**src/rtl/nvi_int_seq_if.sv**
```systemverilog
// Interrupt-controller handshake plus Naive-Memory push port of the interrupt sequencer.
// master = sequencer side, slave = intc/memory side.
interface nvi_int_seq_if;
  logic        int_req_n;
  logic [7:0]  int_so_num;
  logic        int_ack_n;
  logic        int_reti;
  logic        mem_sel;
  logic [15:0] mem_addr;
  logic        mem_we_n;
  logic        mem_rd_n;
  logic        mem_sfr_n;
  logic [7:0]  mem_wdata;
  logic        mem_ready_in;

  modport master (
    input  int_req_n, int_so_num, mem_ready_in,
    output int_ack_n, int_reti, mem_sel, mem_addr, mem_we_n, mem_rd_n, mem_sfr_n, mem_wdata
  );

  modport slave (
    output int_req_n, int_so_num, mem_ready_in,
    input  int_ack_n, int_reti, mem_sel, mem_addr, mem_we_n, mem_rd_n, mem_sfr_n, mem_wdata
  );
endinterface

```
**src/rtl/nvi_int_seq.sv**
```systemverilog
// CPU-side interrupt entry sequencer: accept -> ack -> push PC (2 bytes) -> load vector -> wait RETI.
// Latency accept->pc_load = 3+ACK_WIDTH cycles plus memory waits; pushes hold until mem_ready_in. Option: INTSEQ_RETI_BLOCK_EN.
module nvi_int_seq #(
  parameter logic [7:0] VEC_HI    = 8'h00,
  parameter int         ACK_WIDTH = 1
) (
  input  logic          clk,
  input  logic          reset_n,
  nvi_int_seq_if.master bus,
  input  logic          instr_boundary,
  input  logic          reti_exec,
  input  logic [15:0]   cur_pc,
  input  logic [7:0]    sp_in,
  output logic          core_stall,
  output logic          pc_load,
  output logic [15:0]   pc_load_val,
  output logic          sp_we,
  output logic [7:0]    sp_wdata
);

  typedef enum logic [2:0] {
    S_IDLE, S_ACK, S_PUSH_L, S_PUSH_H, S_LOAD, S_ISR
  } state_t;

  localparam logic [1:0] ACK_LAST = 2'(ACK_WIDTH - 1);

  state_t      state, state_nx;
  logic [15:0] pc_q;
  logic [7:0]  sp_q;
  logic [7:0]  vec_q;
  logic [1:0]  ack_cnt;
  logic        reti_q;
  logic        blocked;
  logic        accept;
  logic        ack_last;
  logic        reti_fire;

  assign ack_last  = (state == S_ACK) && (ack_cnt == ACK_LAST);
  assign reti_fire = (state == S_ISR) && reti_exec;
  assign accept    = (state == S_IDLE) && !bus.int_req_n && instr_boundary && !blocked;

`ifdef INTSEQ_RETI_BLOCK_EN
  // One full instruction must run after RETI before another entry is taken.
  logic blk_q;
  always_ff @(posedge clk or negedge reset_n) begin
    if (!reset_n)
      blk_q <= 1'b0;
    else if (reti_fire)
      blk_q <= 1'b1;
    else if (state == S_IDLE && instr_boundary)
      blk_q <= 1'b0;
  end
  assign blocked = blk_q;
`else
  assign blocked = 1'b0;
`endif

  always_ff @(posedge clk or negedge reset_n) begin
    if (!reset_n)
      state <= S_IDLE;
    else
      state <= state_nx;
  end

  always_comb begin
    state_nx = state;
    case (state)
      S_IDLE:   if (accept)           state_nx = S_ACK;
      S_ACK:    if (ack_last)         state_nx = S_PUSH_L;
      S_PUSH_L: if (bus.mem_ready_in) state_nx = S_PUSH_H;
      S_PUSH_H: if (bus.mem_ready_in) state_nx = S_LOAD;
      S_LOAD:                         state_nx = S_ISR;
      S_ISR:    if (reti_exec)        state_nx = S_IDLE;
      default:                        state_nx = S_IDLE;
    endcase
  end

  always_ff @(posedge clk or negedge reset_n) begin
    if (!reset_n) begin
      pc_q    <= 16'h0000;
      sp_q    <= 8'h00;
      vec_q   <= 8'h00;
      ack_cnt <= 2'd0;
      reti_q  <= 1'b0;
    end else begin
      if (accept) begin
        pc_q <= cur_pc;
        sp_q <= sp_in;
      end
      ack_cnt <= (state == S_ACK) ? ack_cnt + 2'd1 : 2'd0;
      // Vector sampled while intc is guaranteed to still drive it.
      if (ack_last)
        vec_q <= bus.int_so_num;
      reti_q <= reti_fire;
    end
  end

  assign bus.int_ack_n  = (state != S_ACK);
  assign bus.int_reti   = reti_q;
  assign core_stall     = (state == S_ACK) || (state == S_PUSH_L) ||
                          (state == S_PUSH_H) || (state == S_LOAD);
  assign pc_load        = (state == S_LOAD);
  assign pc_load_val    = pc_load ? {VEC_HI, vec_q} : 16'h0000;
  assign sp_we          = (state == S_LOAD);
  assign sp_wdata       = sp_we ? sp_q + 8'd2 : 8'h00;
  assign bus.mem_sel    = (state == S_PUSH_L) || (state == S_PUSH_H);
  assign bus.mem_we_n   = !bus.mem_sel;
  assign bus.mem_rd_n   = 1'b1;
  assign bus.mem_sfr_n  = 1'b1;
  assign bus.mem_addr   = (state == S_PUSH_L) ? {8'h00, sp_q + 8'd1} :
                          (state == S_PUSH_H) ? {8'h00, sp_q + 8'd2} : 16'h0000;
  assign bus.mem_wdata  = (state == S_PUSH_L) ? pc_q[7:0]  :
                          (state == S_PUSH_H) ? pc_q[15:8] : 8'h00;

endmodule
```
**src/flat_wrapper.sv**
```systemverilog
// flat-port wrapper written by rule: the top's interface ports become plain ports
module nvi_int_seq_flat 
#(
  parameter logic [7:0] VEC_HI    = 8'h00,
  parameter int         ACK_WIDTH = 1
)
  (clk, reset_n, instr_boundary, reti_exec, cur_pc, sp_in, core_stall, pc_load, pc_load_val, sp_we, sp_wdata, bus_int_req_n, bus_int_so_num, bus_mem_ready_in, bus_int_ack_n, bus_int_reti, bus_mem_sel, bus_mem_addr, bus_mem_we_n, bus_mem_rd_n, bus_mem_sfr_n, bus_mem_wdata);
  nvi_int_seq_if bus_i ();
  input  logic clk;
  input  logic reset_n;
  input  logic instr_boundary;
  input  logic reti_exec;
  input  logic [15:0] cur_pc;
  input  logic [7:0] sp_in;
  output logic core_stall;
  output logic pc_load;
  output logic [15:0] pc_load_val;
  output logic sp_we;
  output logic [7:0] sp_wdata;
  input wire logic [$bits(bus_i.int_req_n)-1:0] bus_int_req_n;
  input wire logic [$bits(bus_i.int_so_num)-1:0] bus_int_so_num;
  input wire logic [$bits(bus_i.mem_ready_in)-1:0] bus_mem_ready_in;
  output wire logic [$bits(bus_i.int_ack_n)-1:0] bus_int_ack_n;
  output wire logic [$bits(bus_i.int_reti)-1:0] bus_int_reti;
  output wire logic [$bits(bus_i.mem_sel)-1:0] bus_mem_sel;
  output wire logic [$bits(bus_i.mem_addr)-1:0] bus_mem_addr;
  output wire logic [$bits(bus_i.mem_we_n)-1:0] bus_mem_we_n;
  output wire logic [$bits(bus_i.mem_rd_n)-1:0] bus_mem_rd_n;
  output wire logic [$bits(bus_i.mem_sfr_n)-1:0] bus_mem_sfr_n;
  output wire logic [$bits(bus_i.mem_wdata)-1:0] bus_mem_wdata;
  assign bus_i.int_req_n = bus_int_req_n;
  assign bus_i.int_so_num = bus_int_so_num;
  assign bus_i.mem_ready_in = bus_mem_ready_in;
  assign bus_int_ack_n = bus_i.int_ack_n;
  assign bus_int_reti = bus_i.int_reti;
  assign bus_mem_sel = bus_i.mem_sel;
  assign bus_mem_addr = bus_i.mem_addr;
  assign bus_mem_we_n = bus_i.mem_we_n;
  assign bus_mem_rd_n = bus_i.mem_rd_n;
  assign bus_mem_sfr_n = bus_i.mem_sfr_n;
  assign bus_mem_wdata = bus_i.mem_wdata;
  nvi_int_seq #(.VEC_HI(VEC_HI), .ACK_WIDTH(ACK_WIDTH)) u_core (.clk(clk), .reset_n(reset_n), .bus(bus_i), .instr_boundary(instr_boundary), .reti_exec(reti_exec), .cur_pc(cur_pc), .sp_in(sp_in), .core_stall(core_stall), .pc_load(pc_load), .pc_load_val(pc_load_val), .sp_we(sp_we), .sp_wdata(sp_wdata));
endmodule
```
**config.mk**
```make
export PLATFORM = sky130hd
export DESIGN_NAME = nvi_int_seq_flat
export DESIGN_NICKNAME = d
export VERILOG_FILES = /design/src/rtl/nvi_int_seq_if.sv /design/src/rtl/nvi_int_seq.sv /design/src/flat_wrapper.sv
export SDC_FILE = /design/constraint.sdc
export NUM_CORES = 1
export LEC_CHECK = 0
export CAP_MARGIN = 20
export CORE_MARGIN = 2
export CORE_UTILIZATION = 40
export DETAILED_ROUTE_END_ITERATION = 7
export PLACE_DENSITY = 0.79
export SKIP_LAST_GASP = 1
export SLEW_MARGIN = 20
export SYNTH_ARGS = -nofsm -noshare
export SYNTH_HDL_FRONTEND = slang
export SYNTH_SLANG_ARGS = --single-unit
```
**constraint.sdc**
```tcl
create_clock -name clk -period 2.05 [get_ports clk]
set_clock_uncertainty 0.2 [all_clocks]
set_input_delay 0.205 -clock clk [delete_from_list [all_inputs] [get_ports clk]]
set_output_delay 0.205 -clock clk [all_outputs]
set_load 0.01 [all_outputs]
```
### Metal 1, run 1

The bar under the picture is 20 µm long. Supply wires on this layer in gray.
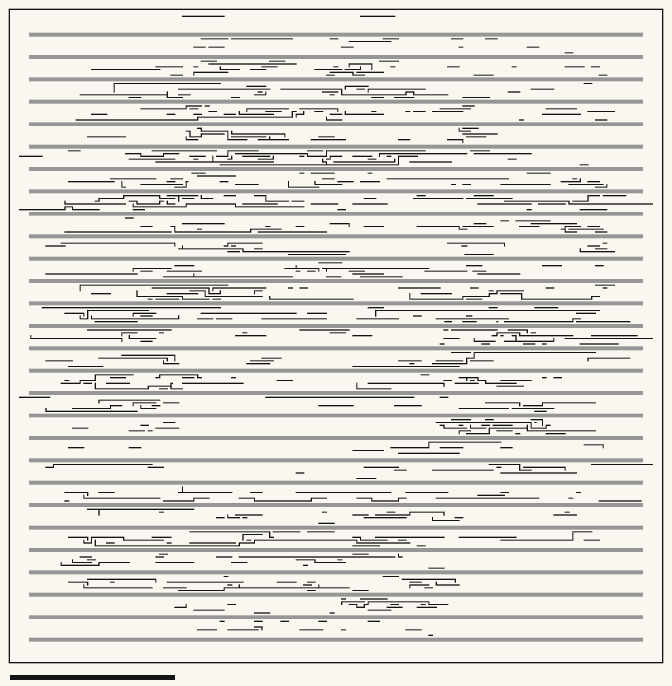
- wire length on this layer: 2190 µm
- main direction: horizontal
met1 usage: 20.2%
drt total wl: 5070 µm
DR vias: 1782

### Met2 routing, run 1

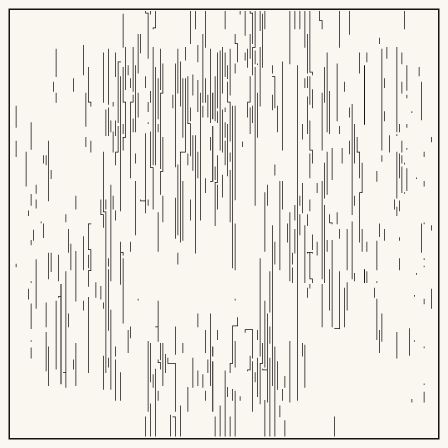
- nets with wire on the layer: 314
- longest straight run: 61.9 µm
- share of all routed wire: 49%
- wire length on this layer: 2480 µm
- main direction: vertical
GR Util met2: 26.8%

### Met3 routing, run 1

The bar under the picture is 20 µm long.
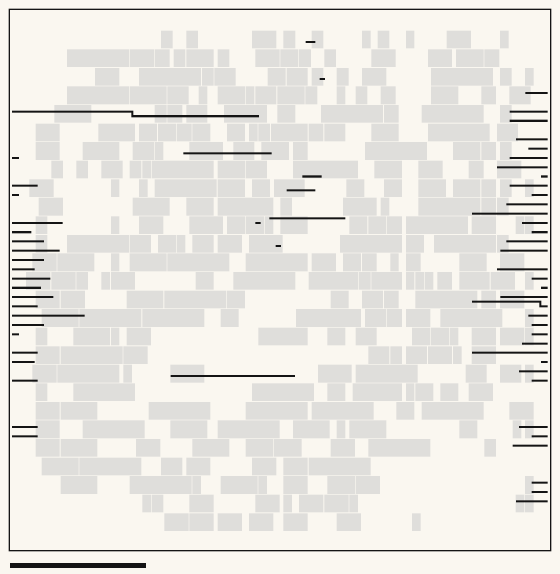
- longest straight run: 18.4 µm
- nets with wire on the layer: 60
- main direction: horizontal
- share of all routed wire: 6.3%
met3 global-route usage: 5.00%

### Gate-type map, run 1

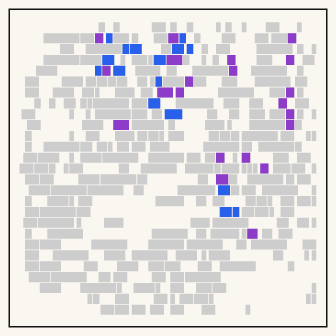
- purple: and/or cells (cells 21)
- blue: aoi and oai cells (cells 16)
final cell count without fillers: 375
fraction of area in multi-input gates: 36.5%

==> out/results.txt, run 1 <==
Number of I/O pins -> 95
Final setup viols -> 5
Worst setup endpoint -> bus_mem_addr[6]
Final worst slack -> -36.0 ps
Flop+latch power -> 0.00141 W
Flop pwr share -> 29.7%
Worst path arrival time -> 1680 ps
Slowest cell on the critical path -> dfrtp_1
P_clk -> 0.000499 W
Routed wl met2 -> 2480 µm
Yosys stat area -> 2260 µm²
Worst rel slew slack -> 44.1%
Critical Path Stages -> 6
Max power group -> combinational cells
Count of final max-slew check failures -> 0
Global route overflow -> 0
Cell area leaders -> dfrtp_1 (42%), mux2_4 (13%), buf_4 (6.6%)
Ant. Diodes -> 0
Share of cells above drive strength 1 -> 38.3%
Wire length on met3 -> 320 µm
Core area -> 5470 µm²
Hold path cells -> 1
Area share, top type -> 42.1%
Pint -> 0.00302 W
Maximum VDD drop -> 0.694 mV
Bufs w/o clock -> 111
Worst setup path class -> reg -> out
P_comb -> 0.00284 W
Delay-heaviest family, CP -> flip-flops
Core Rows -> 27
Post-route ant nets -> 0
Die extent in y -> 79.1 µm
Post-synth ARST share -> 100%
Outcome -> finished with violations
Initial DRC Count -> 31
Tapcells inserted -> 72
Total Power -> 0.00475 W
Drt first pass iters -> 4
CP startpoint kind -> flop
Violated checks -> negative setup slack
H-tree Lvls -> 2
PwrDens -> 1440 nW/µm²
Wire per inst -> 13.5 µm
### Clock routing, run 1

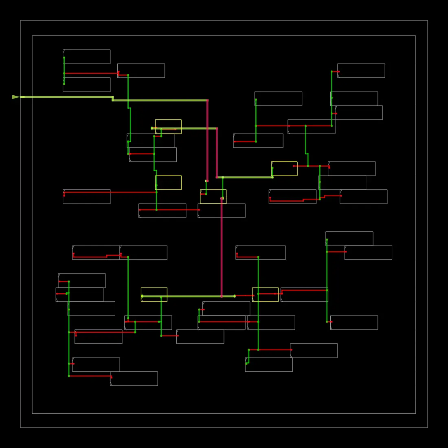

==> run 2: changes to the inputs <==
--- a/config.mk
+++ b/config.mk
@@ -8,6 +8,7 @@
 export CAP_MARGIN = 20
 export CORE_MARGIN = 2
 export CORE_UTILIZATION = 40
+export CTS_BUF_LIST = sky130_fd_sc_hd__clkbuf_16
 export DETAILED_ROUTE_END_ITERATION = 7
 export PLACE_DENSITY = 0.79
 export SKIP_LAST_GASP = 1
### Clock routing, run 2

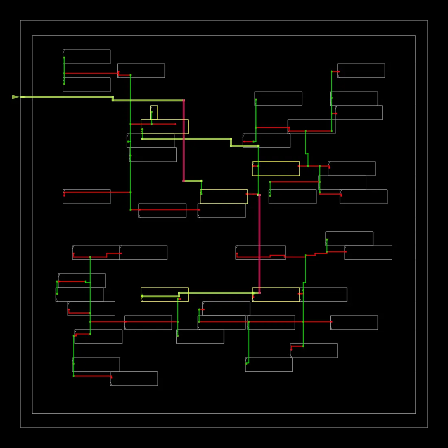
P_clk: 0.000692 W
Skew-Pair Late Insertion Delay: 270 ps
# clock sinks: 38

### Metal 1, run 2

The bar under the picture is 20 µm long. Supply wires on this layer in gray.
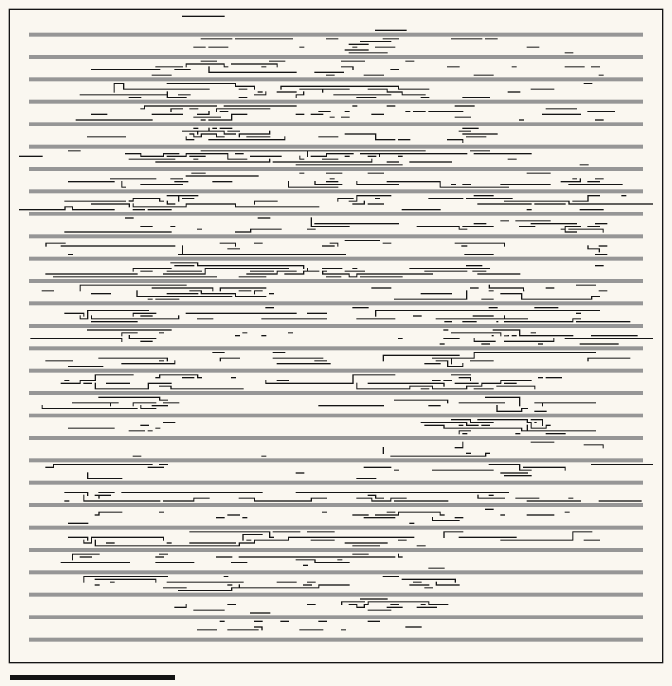
- main direction: horizontal
- share of all routed wire: 42%
- wire length on this layer: 2200 µm
- nets with wire on the layer: 282
- longest straight run: 27.1 µm
DR vias: 1801
met1 usage: 20.0%
drt total wl: 5210 µm

==> out/results.txt, run 2 <==
Worst path arrival time -> 1690 ps
TritonCTS clock tree -> built
Delay-heaviest family, CP -> buffers and inverters
Hold path cells -> 1
Critical Path Stages -> 7
CP startpoint kind -> flop
P_comb -> 0.00293 W
Worst rel slew slack -> 43.2%
CTS Buf Count -> 5
Worst setup path class -> reg -> out
Wire length on met3 -> 333 µm
Yosys stat area -> 2260 µm²
Violated checks -> negative setup slack
Critical Path Start -> u_core.sp_q[1]
Bufs w/o clock -> 114
Fraction of area in multi-input gates -> 35.5%
Count of final max-slew check failures -> 0
Post-route ant nets -> 0
Area share, top type -> 42.1%
Worst setup endpoint -> bus_mem_addr[7]
Flop pwr share -> 28.1%
Tapcells inserted -> 72
PwrDens -> 1470 nW/µm²
Max power group -> combinational cells
Outcome -> finished with violations
Routed wl met2 -> 2610 µm
Share of cells above drive strength 1 -> 34.0%
Total Power -> 0.00503 W
Core area -> 5470 µm²
Final worst slack -> -47.2 ps
Final cell count without fillers -> 378
Routed vias/inst -> 4.76
Lkg Pwr -> 1.61 nW
Core Rows -> 27
Post-Syn Area -> 2260 µm²
Final setup viols -> 3
Drt first pass iters -> 4
Maximum VDD drop -> 0.737 mV
Ant. Diodes -> 0
Met3 global-route usage -> 4.66%
Pint -> 0.00324 W
Flop+latch power -> 0.00141 W
Cell area leaders -> dfrtp_1 (42%), mux2_4 (13%), buf_4 (6.6%)
Number of I/O pins -> 95
Wire per inst -> 13.8 µm
H-tree Lvls -> 2
Die extent in y -> 79.1 µm
Initial DRC Count -> 29
### Met3 routing, run 2

The bar under the picture is 20 µm long.
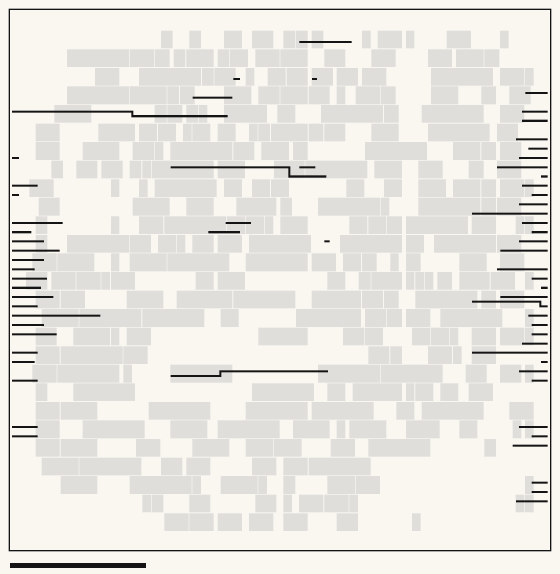

==> run 3: changes to the inputs <==
--- a/config.mk
+++ b/config.mk
@@ -6,11 +6,12 @@
 export NUM_CORES = 1
 export LEC_CHECK = 0
 export CAP_MARGIN = 20
+export CORE_ASPECT_RATIO = 1.75
 export CORE_MARGIN = 2
-export CORE_UTILIZATION = 40
+export CORE_UTILIZATION = 43
 export CTS_BUF_LIST = sky130_fd_sc_hd__clkbuf_16
 export DETAILED_ROUTE_END_ITERATION = 7
-export PLACE_DENSITY = 0.79
+export PLACE_DENSITY = 0.84
 export SKIP_LAST_GASP = 1
 export SLEW_MARGIN = 20
 export SYNTH_ARGS = -nofsm -noshare
### Met3 routing, run 3

The bar under the picture is 20 µm long.
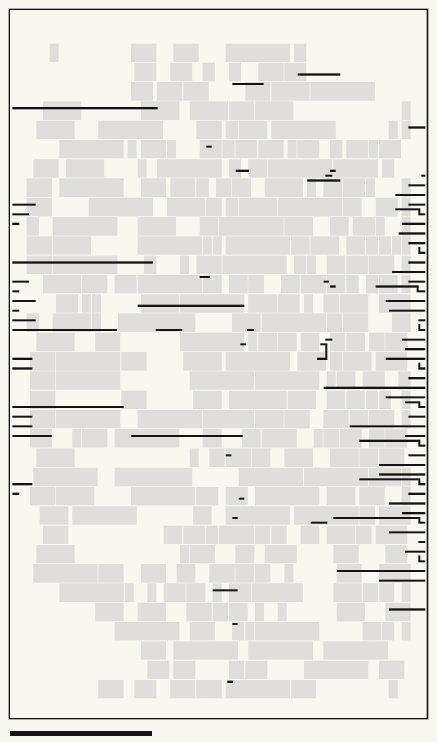
- nets with wire on the layer: 75
- longest straight run: 20.2 µm
- wire length on this layer: 362 µm
DR vias: 1821
met3 global-route usage: 4.12%
drt total wl: 5430 µm

### Met2 routing, run 3

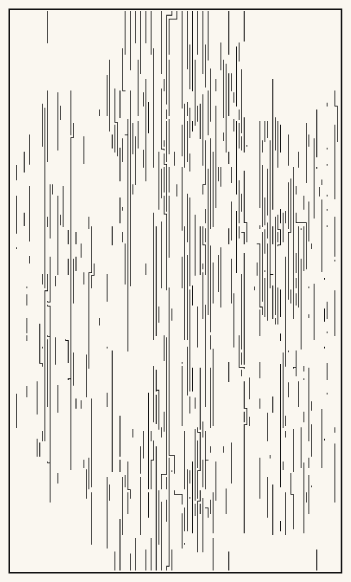
- share of all routed wire: 54%
- main direction: vertical
- wire length on this layer: 2930 µm
- nets with wire on the layer: 311
GR Util met2: 33.5%

==> out/results.txt, run 3 <==
Routed vias/inst -> 4.99
Routed wl met2 -> 2930 µm
Lkg Pwr -> 1.74 nW
Met1 usage -> 20.8%
Core Rows -> 34
Count of final max-slew check failures -> 0
TritonCTS clock tree -> built
CTS Buf Count -> 5
P_clk -> 0.000982 W
Pint -> 0.00348 W
PwrDens -> 1530 nW/µm²
Final worst slack -> -135 ps
Wire per inst -> 14.9 µm
Share of cells above drive strength 1 -> 35.0%
Final setup viols -> 2
Drt first pass iters -> 8
Ant. Diodes -> 0
Yosys stat area -> 2260 µm²
DRC -> 10
Post-synth ARST share -> 100%
Outcome -> finished with violations
Max power group -> combinational cells
Violated checks -> design-rule violations, negative setup slack
# clock sinks -> 38
Critical Path Stages -> 6
Global route overflow -> 0
No activity file was given, so power comes from the tool's default toggle rates.
